[src/rtl/imem_loader_pkg.sv]
// Shared types and constants for the instruction-memory loader.
package imem_loader_pkg;

  // Word address width, matching fetch PC bits 25:2.
  localparam int IMEM_ADR_W = 24;

  // Number of length-header bytes preceding the payload.
  localparam int HDR_BYTES = 4;

  // Loader sequencing states.
  typedef enum logic [2:0] {
    ST_IDLE = 3'd0,
    ST_LEN  = 3'd1,
    ST_DATA = 3'd2,
    ST_CSUM = 3'd3,
    ST_DONE = 3'd4,
    ST_ERR  = 3'd5
  } loader_state_t;

endpackage

[src/rtl/imem_loader_byte_packer.sv]
// Little-endian byte-to-word packer. Each push shifts a byte into the top
// of the word; the 4th push of a group completes the word. The completed
// word is presented combinationally alongside word_done so the caller can
// register it on the same edge that accepts the final byte.
module byte_packer (
  input  logic        clk,
  input  logic        reset,
  input  logic        clear,
  input  logic        push,
  input  logic [7:0]  byte_in,
  output logic [31:0] word,
  output logic        word_done
);

  logic [1:0]  idx;
  logic [31:0] sh;

  // Incoming byte lands in bits 31:24; earlier bytes shift toward bit 0.
  assign word      = {byte_in, sh[31:8]};
  assign word_done = push && (idx == 2'd3);

  // Byte index and shift register; clear restarts word alignment.
  always_ff @(posedge clk or negedge reset) begin
    if (!reset) begin
      idx <= 2'd0;
      sh  <= 32'd0;
    end else if (clear) begin
      idx <= 2'd0;
      sh  <= 32'd0;
    end else if (push) begin
      idx <= idx + 2'd1;
      sh  <= word;
    end
  end

endmodule

[src/rtl/imem_loader.sv]
// Instruction-memory loader: parses a length header, packs payload bytes
// into words written at consecutive word addresses, verifies an 8-bit
// additive checksum, and holds the core while the load is in progress.
//
// Stream handshake: a byte transfers on a rising edge where rx_valid and
// rx_ready are both high; rx_ready depends only on state, never on rx_valid,
// and the producer must hold rx_data stable while rx_valid is high and the
// byte has not yet transferred.
module imem_loader
  import imem_loader_pkg::*;
#(
  parameter int MAX_WORDS = 4096
) (
  input  logic                  clk,
  input  logic                  reset,
  input  logic                  start,
  input  logic                  rx_valid,
  input  logic [7:0]            rx_data,
  output logic                  rx_ready,
  output logic                  mem_we,
  output logic [IMEM_ADR_W-1:0] mem_adr,
  output logic [31:0]           mem_wdata,
  output logic                  core_hold,
  output logic                  done,
  output logic                  error,
  output loader_state_t         state_dbg
);

  loader_state_t         state, state_nxt;
  logic [31:0]           len;
  logic [IMEM_ADR_W-1:0] wcnt;
  logic [7:0]            csum;

  logic        accept;
  logic        start_ok;
  logic        pk_push;
  logic [31:0] pk_word;
  logic        pk_done;
  logic        hdr_bad;
  logic        hdr_zero;
  logic        last_word;

  assign accept   = rx_valid && rx_ready;
  assign start_ok = start && ((state == ST_IDLE) || (state == ST_DONE) ||
                              (state == ST_ERR));
  assign pk_push  = accept && ((state == ST_LEN) || (state == ST_DATA));

  // Header decisions use the just-completed word, not the len register.
  assign hdr_bad   = pk_word > 32'(MAX_WORDS);
  assign hdr_zero  = (pk_word == 32'd0);
  assign last_word = ({{(32-IMEM_ADR_W){1'b0}}, wcnt} == (len - 32'd1));

  assign state_dbg = state;

  byte_packer u_packer (
    .clk       (clk),
    .reset     (reset),
    .clear     (start_ok),
    .push      (pk_push),
    .byte_in   (rx_data),
    .word      (pk_word),
    .word_done (pk_done)
  );

  // State register.
  always_ff @(posedge clk or negedge reset) begin
    if (!reset) state <= ST_IDLE;
    else        state <= state_nxt;
  end

  // Next-state and state-decoded outputs.
  always_comb begin
    state_nxt = state;
    rx_ready  = 1'b0;
    core_hold = 1'b0;
    done      = 1'b0;
    error     = 1'b0;
    case (state)
      ST_IDLE: begin
        if (start) state_nxt = ST_LEN;
      end
      ST_LEN: begin
        rx_ready  = 1'b1;
        core_hold = 1'b1;
        if (pk_done) begin
          if (hdr_bad)       state_nxt = ST_ERR;
          else if (hdr_zero) state_nxt = ST_CSUM;
          else               state_nxt = ST_DATA;
        end
      end
      ST_DATA: begin
        rx_ready  = 1'b1;
        core_hold = 1'b1;
        if (pk_done && last_word) state_nxt = ST_CSUM;
      end
      ST_CSUM: begin
        rx_ready  = 1'b1;
        core_hold = 1'b1;
        if (accept) state_nxt = (rx_data == csum) ? ST_DONE : ST_ERR;
      end
      ST_DONE: begin
        done      = 1'b1;
        state_nxt = start ? ST_LEN : ST_IDLE;
      end
      ST_ERR: begin
        error     = 1'b1;
        core_hold = 1'b1;
        if (start) state_nxt = ST_LEN;
      end
      default: state_nxt = ST_IDLE;
    endcase
  end

  // Length capture, word counter and payload checksum.
  always_ff @(posedge clk or negedge reset) begin
    if (!reset) begin
      len  <= 32'd0;
      wcnt <= '0;
      csum <= 8'd0;
    end else if (start_ok) begin
      len  <= 32'd0;
      wcnt <= '0;
      csum <= 8'd0;
    end else begin
      if ((state == ST_LEN) && pk_done) len <= pk_word;
      if ((state == ST_DATA) && accept) csum <= csum + rx_data;
      if ((state == ST_DATA) && pk_done) wcnt <= wcnt + 1'b1;
    end
  end

  // Registered one-cycle memory write per completed payload word.
  always_ff @(posedge clk or negedge reset) begin
    if (!reset) begin
      mem_we    <= 1'b0;
      mem_adr   <= '0;
      mem_wdata <= 32'd0;
    end else begin
      mem_we <= 1'b0;
      if ((state == ST_DATA) && pk_done) begin
        mem_we    <= 1'b1;
        mem_adr   <= wcnt;
        mem_wdata <= pk_word;
      end
    end
  end

endmodule

[config.mk]
export PLATFORM = sky130hd
export DESIGN_NAME = imem_loader
export DESIGN_NICKNAME = d
export VERILOG_FILES = /design/src/rtl/imem_loader_pkg.sv /design/src/rtl/imem_loader_byte_packer.sv /design/src/rtl/imem_loader.sv
export SDC_FILE = /design/constraint.sdc
export NUM_CORES = 1
export LEC_CHECK = 0
export CAP_MARGIN = 20
export CORE_MARGIN = 2
export CORE_UTILIZATION = 50
export DETAILED_ROUTE_END_ITERATION = 8
export PLACE_DENSITY_LB_ADDON = 0.05
export SYNTH_ARGS = -nofsm -noshare
export SYNTH_HDL_FRONTEND = slang
export SYNTH_HIERARCHICAL = 1
export SYNTH_SLANG_ARGS = --single-unit
[constraint.sdc]
create_clock -name clk -period 2.95 [get_ports clk]
set_input_delay 0.295 -clock clk [delete_from_list [all_inputs] [get_ports clk]]
set_output_delay 0.295 -clock clk [all_outputs]
set_load 0.02 [all_outputs]
placed.png
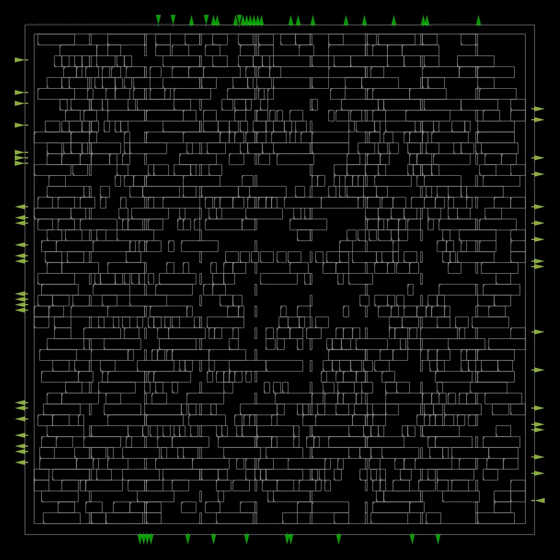
flip-flops: 150
Tap Count: 188
post-route insts no fill: 1009
row count: 45

class_map.png
Fill, decap, tap and diode cells in grey.
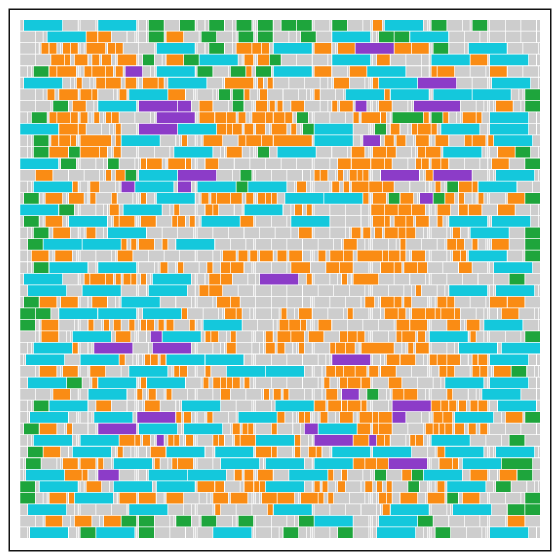
| colour | class | cells |
|---|---|---|
| green | remaining buffers and delay cells | 101 |
| orange | remaining logic cells | 538 |
| purple | clock drivers and dummy loads | 32 |
| cyan | registers | 150 |
flop share of the area: 40.91%
Core Footprint: 0.01503 mm^2

layers.png
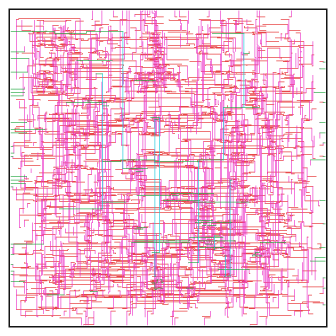
| colour | layer | wire length |
|---|---|---|
| red | M1 | 8750 um |
| green | M3 | 609 um |
| magenta | M2 | 9010 um |
| cyan | M4 | 371 um |

pinout.png
Pins as bars across the die edge, other pins in grey.
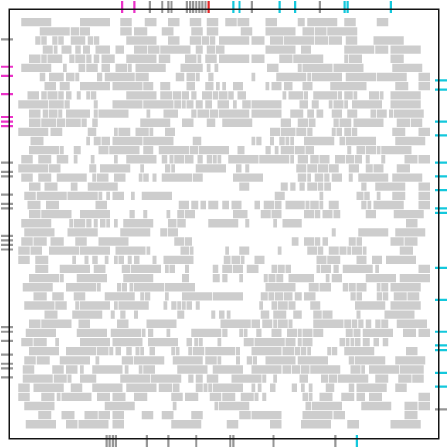
| colour | port | pins | direction | edge |
|---|---|---|---|---|
| magenta | rx_data | 8 | input | 6 west, 2 north |
| cyan | mem_adr | 24 | output | 16 east, 7 north, 1 south |
| red | error | 1 | output | north |
PortBufs: 75
Die Ht: 127.4 um
Die Width: 127.4 um

clock_wires.png
The bar under the picture is 50 um long.
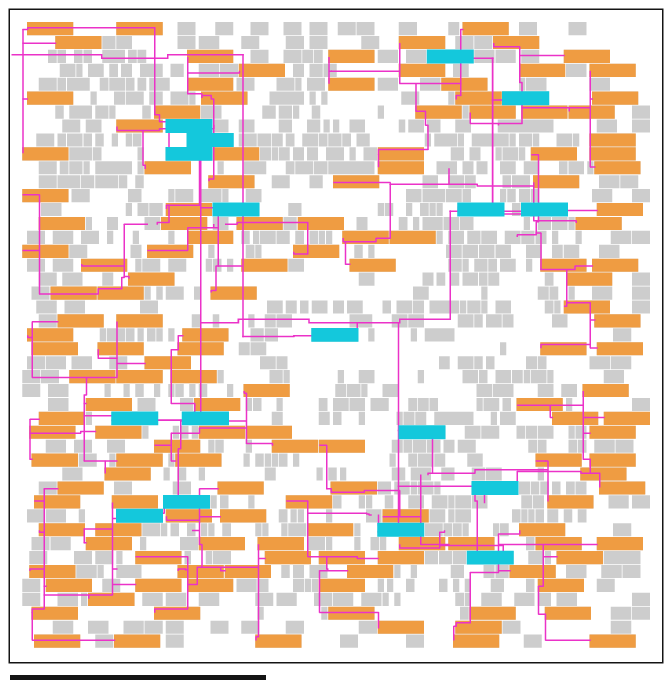
[orange] flip-flops | count: 150
[cyan] clock-net drivers | count: 17
[magenta] clock wires | length: 1870 um
flops lie: spread over the die
routed clock nets: 18

==> out/results.ini <==
[critical_path]
reg2reg_setup_slack_ns=0.29
critical_path.cell_chain=inv_1 > ha_1 > or3b_2 > nor3_1 > xnor2_1 > nand3_1 > or4_1 > nor4_1 > a31o_1
crit_cells=9
crit_family=simple AND/OR/NAND/NOR gates
start_kind=flip-flop
required_ns=3.32
end_kind=flip-flop
max_stage_delay_ns=0.51
crit_path_start=len[0]
cp.arrival_ns=3.02

[clocking]
cts.clk_slew.worst_paths_ns=0.07
htreeDepth=4
cts_tree=done
clkLatencyLatePin_ns=0.42
hold_buffers=1
cts_sinks=150

[layout]
clockNetworkAreaShare_pct=6.327
final_nets=831
layout-drive-gt1-share_pct=16.08
nNonClkBuffers=101
regArea_mm2=0.003754
inverters=10
fin_util_pct=61.04
final_common_cell=dfrtp_1

[synth]
ys_warn_count=6
netlist_top_cells_count=150 x dfrtp_1, 88 x nand2_1, 65 x nor2_1
floorplan.nets=756
flop_cell=dfrtp_1
edf_count=0
largest_area_cell=dfrtp_1
synth-compound-area-share_pct=8.514
synthesis.area_mm2=0.007612
syn_inst=733
yosys-mux-area-fraction_pct=12.23
top_area_share_pct=49.31

[power_and_ir_drop]
p_per_area_mw_per_mm2=947.3
netSwitchingPower_mw=3.557
clkPwrFrac_pct=24.6
cellLeakagePower_nw=4.181
p_comb_mw=3.68
p_int_mw=5.135

[sta]
min_period_ns=2.657
setup_tns_ns=0
hold_viol=0
timing.fmax_ghz=0.3764
period_used_pct=90.06
setup_viol=0

[grt]
grt_pass1_wl_um=30880
antenna_found_initial=0
grt_pass1_vias=5762
gr-usage-all-layers_pct=24.46

[run_status]
status=finished, final reports clean

[drt]
routedLengthMet1_um=8751
drt-pass1-iter-count=4
wl_per_cell_um=18.57
postRouteWirelength_um=18740
drcViolationCount=0
postRouteAntennaNets=0

[placement]
dp.cells=976
dpl_cell_area_mm2=0.008586

[floorplanning]
fp_util_pct=50.64

